### config.mk
export PLATFORM = sky130hd
export DESIGN_NAME = program_loader
export DESIGN_NICKNAME = d
export VERILOG_FILES = /design/src/rtl/program_loader_pkg.sv /design/src/rtl/program_loader_word_packer.sv /design/src/rtl/program_loader.sv
export SDC_FILE = /design/constraint.sdc
export NUM_CORES = 1
export LEC_CHECK = 0
export ABC_AREA = 0
export CAP_MARGIN = 10
export CORE_ASPECT_RATIO = 1.1
export CORE_UTILIZATION = 50
export CTS_BUF_LIST = sky130_fd_sc_hd__clkbuf_2
export DETAILED_ROUTE_END_ITERATION = 12
export HOLD_SLACK_MARGIN = 0.12
export PLACE_DENSITY = 0.74
export SKIP_CTS_REPAIR_TIMING = 1
export SLEW_MARGIN = 10
export SYNTH_ARGS = -nofsm -noshare
export SYNTH_HDL_FRONTEND = slang
export SYNTH_SLANG_ARGS = --single-unit
export TNS_END_PERCENT = 1
### constraint.sdc
create_clock -name clk -period 2.2 [get_ports clk]
set_input_delay 0.55 -clock clk [delete_from_list [all_inputs] [get_ports clk]]
set_output_delay 0.55 -clock clk [all_outputs]
set_load 0.02 [all_outputs]
### src/rtl/program_loader_pkg.sv
// program_loader_pkg
//   Shared types and constants for the boot-time instruction loader.
//   state_e        : loader FSM states
//   NOP_WORD       : all-zero MIPS instruction (sll $0,$0,0); also the
//                    power-on value of the write-data register
//   BYTES_PER_WORD : stream bytes packed into one instruction word
package program_loader_pkg;

   typedef enum logic [1:0] {
      IDLE  = 2'd0,
      LOAD  = 2'd1,
      FLUSH = 2'd2,
      RUN   = 2'd3
   } state_e;

   localparam logic [31:0] NOP_WORD       = 32'h0000_0000;
   localparam int          BYTES_PER_WORD = 4;

endpackage

### src/rtl/program_loader_word_packer.sv
// word_packer
//   Packs a byte stream big-endian into 32-bit words.
//   clk, reset  : clock, synchronous active-low reset
//   clr         : drop any partial word and restart at byte index 0
//   push        : byte_in is taken this cycle
//   byte_in     : stream byte
//   word_ready  : this push completes a 4-byte word
//   partial     : this push leaves the word incomplete (fewer than 4 bytes)
//   word        : bytes gathered so far plus byte_in, left-aligned, low
//                 bytes zero-filled; equals the full word when word_ready
import program_loader_pkg::*;

module word_packer (
   input  logic        clk,
   input  logic        reset,
   input  logic        clr,
   input  logic        push,
   input  logic [7:0]  byte_in,
   output logic        word_ready,
   output logic        partial,
   output logic [31:0] word
);

   logic [1:0]  idx_q, idx_d;
   logic [23:0] acc_q, acc_d;
   logic [4:0]  shamt;

   // Accumulator holds earlier bytes right-aligned with zeros above, so
   // shifting {acc, byte_in} left by 8*(3-idx) gives the padded word.
   assign shamt      = {~idx_q, 3'b000};
   assign word       = {acc_q, byte_in} << shamt;
   assign word_ready = push && (idx_q == 2'(BYTES_PER_WORD - 1));
   assign partial    = push && (idx_q != 2'(BYTES_PER_WORD - 1));

   always_comb begin
      idx_d = idx_q;
      acc_d = acc_q;
      if (clr) begin
         idx_d = '0;
         acc_d = '0;
      end else if (push) begin
         if (word_ready) begin
            // word leaves this cycle; next byte can be taken immediately
            idx_d = '0;
            acc_d = '0;
         end else begin
            idx_d = idx_q + 2'd1;
            acc_d = {acc_q[15:0], byte_in};
         end
      end
   end

   always_ff @(posedge clk) begin
      if (!reset) begin
         idx_q <= '0;
         acc_q <= '0;
      end else begin
         idx_q <= idx_d;
         acc_q <= acc_d;
      end
   end

endmodule

### src/rtl/program_loader.sv
// program_loader
//   Loads a byte stream into instruction memory as big-endian words at
//   consecutive addresses from 0, holding the CPU in reset meanwhile.
//   clk, reset         : clock, synchronous active-low reset
//   start              : pulse; begins a new load from IDLE or RUN
//   byte_in/valid/last : stream input; byte_ready is the accept handshake
//   mem_we/addr/wdata  : registered instruction-memory write port
//   cpu_hold           : active-high CPU reset; low only in RUN
//   done               : load finished, CPU running
//   err_overflow       : sticky; program larger than MEM_BYTES
//   word_count         : words written in the current load
import program_loader_pkg::*;

module program_loader #(
   parameter int MEM_BYTES = 512,
   parameter int ADDR_W    = $clog2(MEM_BYTES)
) (
   input  logic              clk,
   input  logic              reset,
   input  logic              start,
   input  logic [7:0]        byte_in,
   input  logic              byte_valid,
   input  logic              byte_last,
   output logic              byte_ready,
   output logic              mem_we,
   output logic [ADDR_W-1:0] mem_addr,
   output logic [31:0]       mem_wdata,
   output logic              cpu_hold,
   output logic              done,
   output logic              err_overflow,
   output logic [ADDR_W-2:0] word_count
);

   localparam logic [ADDR_W-2:0] MEM_WORDS = (ADDR_W-1)'(MEM_BYTES / BYTES_PER_WORD);

   state_e            state_q, state_d;
   logic              byte_ready_q, byte_ready_d;
   logic              mem_we_q, mem_we_d;
   logic [ADDR_W-1:0] mem_addr_q, mem_addr_d;
   logic [31:0]       mem_wdata_q, mem_wdata_d;
   logic              cpu_hold_q, cpu_hold_d;
   logic              done_q, done_d;
   logic              err_q, err_d;
   logic [ADDR_W-2:0] word_count_q, word_count_d;
   // Address of the next write; advances with the write strobe itself,
   // while the visible word_count trails it by one cycle.
   logic [ADDR_W-2:0] wr_cnt_q, wr_cnt_d;

   logic        accept, start_load, pk_clr;
   logic        pk_ready, pk_partial;
   logic [31:0] pk_word;

   assign accept     = byte_valid && byte_ready_q;
   assign start_load = start && ((state_q == IDLE) || (state_q == RUN));
   assign pk_clr     = start_load || (accept && byte_last);

   word_packer u_packer (
      .clk        (clk),
      .reset      (reset),
      .clr        (pk_clr),
      .push       (accept),
      .byte_in    (byte_in),
      .word_ready (pk_ready),
      .partial    (pk_partial),
      .word       (pk_word)
   );

   always_comb begin
      state_d      = state_q;
      mem_we_d     = 1'b0;
      mem_addr_d   = mem_addr_q;
      mem_wdata_d  = mem_wdata_q;
      wr_cnt_d     = wr_cnt_q;
      err_d        = err_q;
      word_count_d = wr_cnt_q;

      case (state_q)
         IDLE, RUN: begin
            if (start_load) begin
               state_d      = LOAD;
               wr_cnt_d     = '0;
               word_count_d = '0;
               err_d        = 1'b0;
            end
         end
         LOAD: begin
            if (accept) begin
               // A final partial word is registered now so its write
               // lands in the FLUSH cycle, same as a completed word.
               if (pk_ready || (pk_partial && byte_last)) begin
                  if (wr_cnt_q == MEM_WORDS) begin
                     err_d = 1'b1;
                  end else begin
                     mem_we_d    = 1'b1;
                     mem_addr_d  = {wr_cnt_q[ADDR_W-3:0], 2'b00};
                     mem_wdata_d = pk_word;
                     wr_cnt_d    = wr_cnt_q + (ADDR_W-1)'(1);
                  end
               end
               if (byte_last) state_d = FLUSH;
            end
         end
         FLUSH:   state_d = RUN;
         default: state_d = IDLE;
      endcase

      byte_ready_d = (state_d == LOAD);
      cpu_hold_d   = (state_d != RUN);
      done_d       = (state_d == RUN);
   end

   always_ff @(posedge clk) begin
      if (!reset) begin
         state_q      <= IDLE;
         byte_ready_q <= 1'b0;
         mem_we_q     <= 1'b0;
         mem_addr_q   <= '0;
         mem_wdata_q  <= NOP_WORD;
         cpu_hold_q   <= 1'b1;
         done_q       <= 1'b0;
         err_q        <= 1'b0;
         word_count_q <= '0;
         wr_cnt_q     <= '0;
      end else begin
         state_q      <= state_d;
         byte_ready_q <= byte_ready_d;
         mem_we_q     <= mem_we_d;
         mem_addr_q   <= mem_addr_d;
         mem_wdata_q  <= mem_wdata_d;
         cpu_hold_q   <= cpu_hold_d;
         done_q       <= done_d;
         err_q        <= err_d;
         word_count_q <= word_count_d;
         wr_cnt_q     <= wr_cnt_d;
      end
   end

   assign byte_ready   = byte_ready_q;
   assign mem_we       = mem_we_q;
   assign mem_addr     = mem_addr_q;
   assign mem_wdata    = mem_wdata_q;
   assign cpu_hold     = cpu_hold_q;
   assign done         = done_q;
   assign err_overflow = err_q;
   assign word_count   = word_count_q;

endmodule

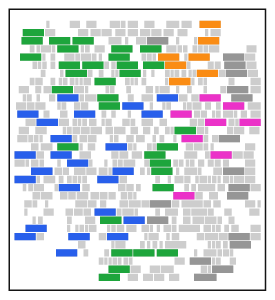
**Above:** sequential cells coloured by netlist name.
Drawn at 3 px/um. Other sequential cells in the stronger grey, the rest of the logic in the fainter grey.
- mem_addr: orange (placed flops 7; where north-east)
- mem_wdata: green (placed flops 32)
- u_packer.acc_q: blue (placed flops 24)
- wr_cnt_q: magenta (placed flops 8; where east)

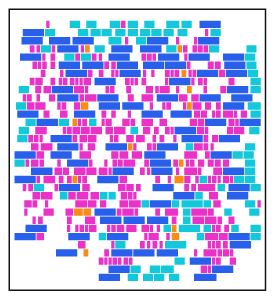
**Above:** cell classes on the final placement.
Drawn at 3 px/um.
- remaining buffers and delay cells: cyan (cells 87; share of their area 19%)
- registers: blue (cells 88; share of their area 39%)
- remaining logic cells: magenta (cells 313; share of their area 40%)
- clock drivers and dummy loads: orange (cells 16; share of their area 2.1%)

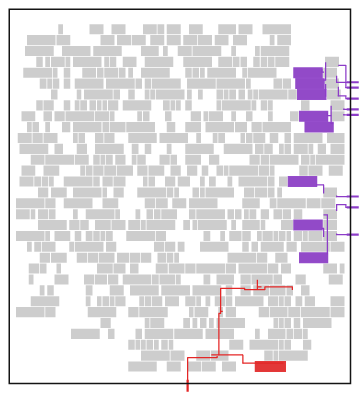
**Above:** port wiring.
Drawn at 4 px/um.
- byte_ready: red (direction output; edge south; end cells 1; buffers 1; wire 74.2 um)
- word_count: purple (direction output; edge east; end cells 8; buffers 8; wire 61.3 um)

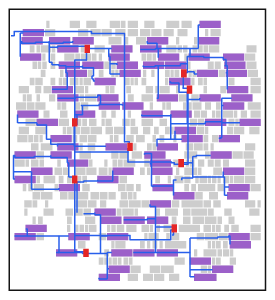
**Above:** clock wires, drivers and flops.
Drawn at 3 px/um.
- clock wires: blue (length 998 um)
- flip-flops: purple (count 88)
- clock-net drivers: red (count 9)
- routed clock nets: 10
- flops lie: widely spread

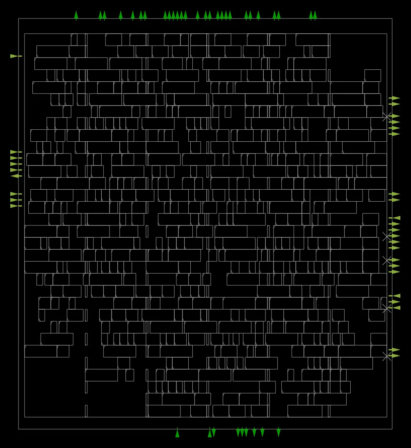
**Above:** cell outlines without signal wires.
# fillers: 591
Tap Count: 85

==> sequential cells by signal, indices dropped and copies added (netlist names) <==
| signal | count |
|---|---|
| u_packer.idx_q | 2 |
| state_q | 2 |
| mem_wdata | 32 |
| mem_we | 1 |
| cpu_hold | 1 |
| u_packer.acc_q | 24 |
| err_overflow | 1 |
| word_count | 8 |
| byte_ready | 1 |
| wr_cnt_q | 8 |
| done | 1 |
| mem_addr | 7 |
==> synth_stat cells (9+ instances only) <==
master,count,area [sq um]
and2_1,10,62.6
mux2_2,16,180
clkbuf_1,19,71.3
nor3b_1,25,188
nand4_1,9,56.3
dfxtp_1,88,1760
nand3_1,17,85.1
buf_2,9,45.0
nand2_1,53,199
mux2i_1,11,110
a21oi_1,60,300
nor2_1,42,158
nor3_1,9,45.0
==> power by group through the flow <==
stage	Clock, mW	Combinational, mW	Sequential [mW]
6_report	0.725	0.269	1.63
5_1_grt	0.802	0.292	1.63
4_1_cts	0.738	0.268	1.63
3_5_place_dp	0	0.267	1.66
3_3_place_gp	0	0.264	1.66
2_1_floorplan	0	0.154	1.66
==> layer usage <==
| layer | global-route usage (%) | routed length, um | vias up |
|---|---|---|---|
| met5 | 0 | 0 | - |
| met4 | 10.0 | 172 | 0 |
| met3 | 4.24 | 391 | 14 |
| met2 | 42.0 | 4560 | 89 |
| met1 | 28.9 | 3940 | 1611 |
| li1 | - | - | 1645 |
==> cells by family (layout without fill, tap and decap cells) <==
kind of cell	after synthesis	after routing	share of synthesized area, %
buffers and inverters	44	110	5.39
adders and majority gates	5	5	1.65
AOI/OAI and AO/OA	90	90	14.5
xor gates and xnor gates	1	1	0.232
muxes	27	27	7.68
DFF	88	88	46.6
and+or+nand+nor	181	181	23.9
other	1	2	0.0992
==> changes_impl.md <==
### Implementation results

* Critical Path AT at 1.58 ns
* CTS root buffer: clkbuf_2
* Total length of routed wires at 9.06 mm
* Switching power total at around 0.74 mW
* Clock Tree Buf Depth at 2
* Final hold violation count at 0
* Final Core Density at 65.2%
* Worst reg2reg path depth at 5
* Worst slack, placed at -0.168 ns
* H-tree levels at 3
* Via-to-Cell Ratio at 5.70
* Yosys warns at 0
* Critical path depth at 1
* Invs w/o clock at 7
* Fin cells at 589
* Cell Type Count at 40
* Per-cell routed wire length at between 15 and 20 um
* Post-synth top flop: dfxtp_1
* Mapped Avg Cell Area at 8.65 sq um
* Post-route setup slack at 0.0659 ns
* Clk_skew at 0.0191 ns
* Synthesis area per yosys at approximately 3800 sq um
* Buffering overhead at 18.4%
* Reg2Reg Setup Slack at 0.29 ns
* Power share of the clock group at 27.6%
* Part of the cycle the worst path needs at ~97%
* Tmin final at 2.13 ns
* Worst Path Required at 1.65 ns
* Pint at 1.88 mW
* # rows at 32
* Total CTS buffers at 9
* Logic pwr share at 10.3%
* Power Dens Cells at between 500 and 600 nW/um^2
* Failing checks: DRC
* Total of max-cap violations at 0
* Cell family with most CP delay: buffers and inverters
* Dpl cells at 573
* Design Area, Final at 4670 sq um
* Tool warnings at 28
* Hpwl dp at 6.24 mm
* DRC viols at 5
* Chip Width at 84.9 um
* R2R Path Start: wr_cnt_q[3]$_SDFFE_PN0P_
* Number of register bits inferred by synthesis at 88
* Min Hold Slack at 0.466 ns
* RSZ-0062 raised after global routing: no
* Slew Viols, Final at 0
* Clock-pin slew on the worst setup and hold paths at 0.24 ns
* Final setup vio count at 0
* Worst Path Buf+Inv at 1
* Seq. cell area at about 1800 sq um
* Layout cell share with drive strength beyond 1 at between 10% and 20%
* Maximum VDD drop at 0.000371 V
* Seq/Total Area, Yosys at between 40% and 50%
* # clk buffers at 10
* Total GRT Usage at a little under a quarter
* Sw frac at 28.2%
* CP max stage delay at 0.61 ns
* Clk Latency, worst-skew pair at approximately 0.56 ns
* Port buffer count at 64
* ANT nets after route at 0
* Cell Area, Synth at 3780 sq um
* Crit path cell chain: clkdlybuf4s50_1
* Core area at 7170 sq um
* Status: finished with violations
* Largest class: combinational gates
* Max Fclk at 469 MHz
* CP Max Fanout at 2
* Die height at 93.2 um
* Clk cell area share at 2.04%
* CP endpoint kind: output pin
* Logic share of the area at 39.0%
* # Cells Yosys at 437
* Worst Hold Path EP: mem_wdata[14]$_SDFFE_PN0P_
* Placed cell areas at 4560 sq um
* Critical Path End: mem_wdata[27]
* Fp util at 52.8%
* TritonRoute pass-1 iters at 10
* Crit path launch: mem_wdata[27]$_SDFFE_PN0P_
Power figures rest on the tool's default switching activity, not on a simulated workload.
